### src/rtl/hdr_pkg.sv
// Shared constants, state encoding and tuple packing for the header tuple collector.
package hdr_pkg;

    localparam int TUPLE_W  = 104;
    localparam int ADDR_W   = 32;
    localparam int PORT_W   = 16;
    localparam int PROT_W   = 8;
    localparam int SA_LSB   = 72;
    localparam int DA_LSB   = 40;
    localparam int SP_LSB   = 24;
    localparam int DP_LSB   = 8;
    localparam int PROT_LSB = 0;

    typedef enum logic {
        IDLE    = 1'b0,
        COLLECT = 1'b1
    } state_t;

    function automatic logic [TUPLE_W-1:0] pack_tuple(
        input logic [ADDR_W-1:0] sa_v,
        input logic [ADDR_W-1:0] da_v,
        input logic [PORT_W-1:0] sp_v,
        input logic [PORT_W-1:0] dp_v,
        input logic [PROT_W-1:0] prot_v
    );
        logic [TUPLE_W-1:0] t;
        t = '0;
        t[SA_LSB   +: ADDR_W] = sa_v;
        t[DA_LSB   +: ADDR_W] = da_v;
        t[SP_LSB   +: PORT_W] = sp_v;
        t[DP_LSB   +: PORT_W] = dp_v;
        t[PROT_LSB +: PROT_W] = prot_v;
        return t;
    endfunction

endpackage

### src/rtl/hdr_tuple_fifo.sv
// First-word fall-through tuple FIFO; a push into a full FIFO succeeds only with a same-cycle pop.
module hdr_tuple_fifo #(
    parameter int W     = 104,
    parameter int DEPTH = 4
) (
    input  logic                       clk,
    input  logic                       rst_n,
    input  logic                       push,
    input  logic [W-1:0]               push_data,
    input  logic                       pop,
    output logic [W-1:0]               pop_data,
    output logic                       full,
    output logic                       empty,
    output logic [$clog2(DEPTH):0]     count
);

    localparam int AW = $clog2(DEPTH);
    localparam int CW = AW + 1;

    logic [W-1:0]  mem [DEPTH];
    logic [AW-1:0] wr_ptr;
    logic [AW-1:0] rd_ptr;
    logic          do_push;
    logic          do_pop;

    assign full     = (count == CW'(DEPTH));
    assign empty    = (count == '0);
    assign do_pop   = pop && !empty;
    assign do_push  = push && (!full || do_pop);
    // Gate the head so an empty FIFO presents zeros rather than stale storage.
    assign pop_data = empty ? '0 : mem[rd_ptr];

    always_ff @(posedge clk) begin
        if (do_push) begin
            mem[wr_ptr] <= push_data;
        end
    end

    always_ff @(posedge clk or negedge rst_n) begin
        if (!rst_n) begin
            wr_ptr <= '0;
            rd_ptr <= '0;
            count  <= '0;
        end else begin
            if (do_push) begin
                wr_ptr <= wr_ptr + AW'(1);
            end
            if (do_pop) begin
                rd_ptr <= rd_ptr + AW'(1);
            end
            case ({do_push, do_pop})
                2'b10:   count <= count + CW'(1);
                2'b01:   count <= count - CW'(1);
                default: count <= count;
            endcase
        end
    end

endmodule

### src/rtl/header_tuple_collector.sv
// Collects {sa,da,sp,dp,prot} from the preprocessing word stream, validates it and queues
// finished tuples for the rule stage.
//   state   | meaning
//   IDLE    | between headers; only a word with soh is looked at
//   COLLECT | header open; strobes captured until eoh (or aborted by a new soh)
module header_tuple_collector
    import hdr_pkg::*;
#(
    parameter int DEPTH  = 4,
    parameter int STRICT = 1,
    parameter int CNT_W  = 10
) (
    input  logic               clk,
    input  logic               rst_n,
    input  logic [31:0]        data,
    input  logic               sa,
    input  logic               da,
    input  logic               sp_dp,
    input  logic               prot,
    input  logic               soh,
    input  logic               eoh,
    output logic               hReady,
    output logic [TUPLE_W-1:0] out_tuple,
    output logic               out_valid,
    input  logic               out_ready,
    output logic [CNT_W-1:0]   hdr_cnt,
    output logic [CNT_W-1:0]   drop_cnt,
    output logic               overflow
);

    state_t              state, state_nx;
    logic [ADDR_W-1:0]   sa_q, da_q, sa_n, da_n;
    logic [PORT_W-1:0]   sp_q, dp_q, sp_n, dp_n;
    logic [PROT_W-1:0]   prot_q, prot_n;
    logic [3:0]          seen_q, seen_n, seen_base, strobes;
    logic                dup_q, dup_n, multi_q, multi_n;
    logic                active, abort, done, good, commit, lost, pop;
    logic                full, empty;
    logic [$clog2(DEPTH):0] count;
    logic [1:0]          drop_inc;
    logic [CNT_W:0]      hdr_sum, drop_sum;

    assign strobes   = {sa, da, sp_dp, prot};
    assign active    = soh || (state == COLLECT);
    assign abort     = soh && (state == COLLECT);
    assign seen_base = soh ? 4'b0000 : seen_q;

    // A soh word starts from cleared fields, so anything never strobed reads back as zero.
    always_comb begin
        sa_n    = soh ? '0 : sa_q;
        da_n    = soh ? '0 : da_q;
        sp_n    = soh ? '0 : sp_q;
        dp_n    = soh ? '0 : dp_q;
        prot_n  = soh ? '0 : prot_q;
        if (sa)    sa_n   = data;
        if (da)    da_n   = data;
        if (sp_dp) begin
            sp_n = data[31:16];
            dp_n = data[15:0];
        end
        if (prot)  prot_n = data[7:0];
        seen_n  = seen_base | strobes;
        dup_n   = (soh ? 1'b0 : dup_q) | (|(seen_base & strobes));
        multi_n = (soh ? 1'b0 : multi_q) | ((strobes & (strobes - 4'd1)) != 4'd0);
    end

    always_comb begin
        done     = active && eoh;
        good     = !multi_n && ((STRICT == 0) || (!dup_n && (seen_n == 4'hF)));
        commit   = done && good;
        pop      = out_valid && out_ready;
        lost     = commit && full && !pop;
        drop_inc = {1'b0, abort} + {1'b0, done && !good} + {1'b0, lost};
        state_nx = (active && !eoh) ? COLLECT : IDLE;
    end

    assign hdr_sum  = {1'b0, hdr_cnt}  + {{CNT_W{1'b0}}, commit && !lost};
    assign drop_sum = {1'b0, drop_cnt} + {{(CNT_W-1){1'b0}}, drop_inc};

    always_ff @(posedge clk or negedge rst_n) begin
        if (!rst_n) begin
            state    <= IDLE;
            sa_q     <= '0;
            da_q     <= '0;
            sp_q     <= '0;
            dp_q     <= '0;
            prot_q   <= '0;
            seen_q   <= '0;
            dup_q    <= 1'b0;
            multi_q  <= 1'b0;
            hdr_cnt  <= '0;
            drop_cnt <= '0;
            overflow <= 1'b0;
        end else begin
            state    <= state_nx;
            overflow <= lost;
            if (active) begin
                sa_q    <= sa_n;
                da_q    <= da_n;
                sp_q    <= sp_n;
                dp_q    <= dp_n;
                prot_q  <= prot_n;
                seen_q  <= seen_n;
                dup_q   <= dup_n;
                multi_q <= multi_n;
            end
            // Carry out of the top bit means the count would pass all-ones: hold there.
            hdr_cnt  <= hdr_sum[CNT_W]  ? '1 : hdr_sum[CNT_W-1:0];
            drop_cnt <= drop_sum[CNT_W] ? '1 : drop_sum[CNT_W-1:0];
        end
    end

    hdr_tuple_fifo #(
        .W     (TUPLE_W),
        .DEPTH (DEPTH)
    ) u_fifo (
        .clk       (clk),
        .rst_n     (rst_n),
        .push      (commit),
        .push_data (pack_tuple(sa_n, da_n, sp_n, dp_n, prot_n)),
        .pop       (pop),
        .pop_data  (out_tuple),
        .full      (full),
        .empty     (empty),
        .count     (count)
    );

    assign out_valid = !empty;
    assign hReady    = (count != ($clog2(DEPTH) + 1)'(DEPTH));

endmodule

### config.mk
export PLATFORM = sky130hd
export DESIGN_NAME = header_tuple_collector
export DESIGN_NICKNAME = d
export VERILOG_FILES = /design/src/rtl/hdr_pkg.sv /design/src/rtl/hdr_tuple_fifo.sv /design/src/rtl/header_tuple_collector.sv
export SDC_FILE = /design/constraint.sdc
export NUM_CORES = 1
export LEC_CHECK = 0
export ABC_AREA = 1
export CAP_MARGIN = 20
export CORE_MARGIN = 2
export CORE_UTILIZATION = 35
export DETAILED_ROUTE_END_ITERATION = 8
export GPL_ROUTABILITY_DRIVEN = 1
export PLACE_DENSITY = 0.55
export SLEW_MARGIN = 20
export SYNTH_ARGS = -nofsm -noshare
export SYNTH_HDL_FRONTEND = slang
export SYNTH_SLANG_ARGS = --single-unit
### constraint.sdc
create_clock -name clk -period 17.8 [get_ports clk]
set_input_delay 3.56 -clock clk [delete_from_list [all_inputs] [get_ports clk]]
set_output_delay 3.56 -clock clk [all_outputs]
set_load 0.005 [all_outputs]
### The metal 1 layer

Bar = 100 um. Supply wires on this layer in gray.
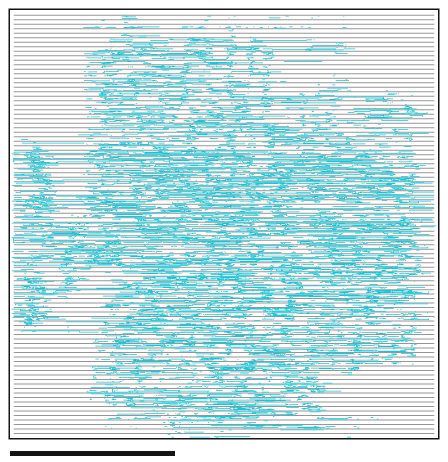
wire length on this layer	28.1 mm
share of all routed wire	43%
main direction	horizontal
longest straight run	81.4 um
number of vias after detailed routing: 15700
Total Routed Length: 64.6 mm
met1 Resource Use GR: 0.262

### Metal 2

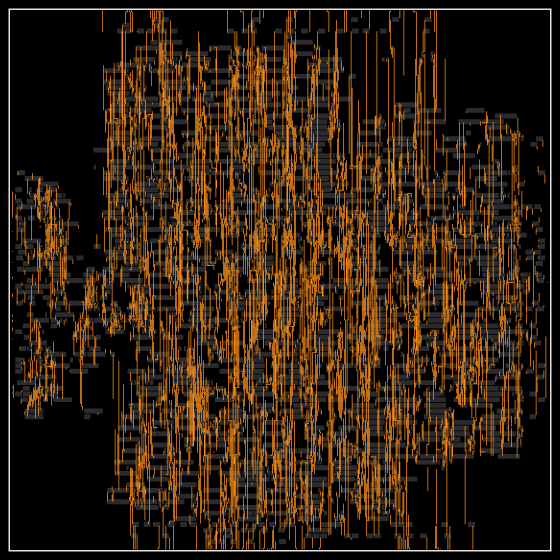
longest straight run	142 um
main direction	vertical
wire length on this layer	30.1 mm
share of all routed wire	47%
nets with wire on the layer	1686

==> impl_report.txt <==
FLOW METRICS REPORT
----------------------------------------------------
[Outcome]
  Run status ........................ finished, final reports clean

[Placed design]
  RD Place Congestion ........................ just under 0.8
  Total instance count after detailed placement ........................ around 3000

[Synthesis]
  Post-synthesis cell type with the largest combined area ........................ sky130_fd_sc_hd__edfxtp_1
  Synth Seq Share ........................ 0.702
  Net Count, Synth ........................ between 2000 and 2500
  Synthesized netlist cell count ........................ roughly 2100

[Pwr]
  Power of the clock network ........................ between 1 and 1.5 mW
  Leakage power ........................ 9.90 nW
  Proportion of total power due to net switching ........................ 0.331
  Seq pwr share ........................ 0.376
  Switching pwr ........................ around 1.3 mW

[Drt]
  Post-DRT Antenna Nets ........................ 0
  Starting DRT DRC Count ........................ between 1000 and 1500
  Mean number of vias per cell ........................ between 5 and 6

[Cells and area]
  Leading cell types in the layout, fill and taps excluded ........................ sky130_fd_sc_hd__nor2_1, sky130_fd_sc_hd__edfxtp_1, sky130_fd_sc_hd__o21ai_0
  Post-Layout Inst Area ........................ ~27000 um2

[Worst setup path]
  Number of stages on the worst setup path ........................ 5
  R2R cell count ........................ 8
  Worst setup path end ........................ out_tuple[103]
  Crit Path Class ........................ reg2out

[Global route]
  Global-route track usage on met3 ........................ 0.0456

[Floorplanning]
  Cell row count ........................ between 90 and 100
  IO Count ........................ between 150 and 200
  Width of the die ........................ between 200 and 300 um

[Timing]
  Fin. Hold Viols ........................ 0
  RSZ-0062 raised after global routing ........................ no
  Shortest period the worst path allows ........................ ~8000 ps
  Fmax achieved ........................ ~120 MHz
  Pin slew with the least headroom to its limit ........................ 1090 ps

[Clock tree]
  CTS tree ........................ done
  Buffers from clock root to sink, at most ........................ 3
  Clock net sink count ........................ roughly 560

[Run]
  OpenROAD warnings ........................ 35

----------------------------------------------------
Power is estimated from default activity; no workload was simulated.
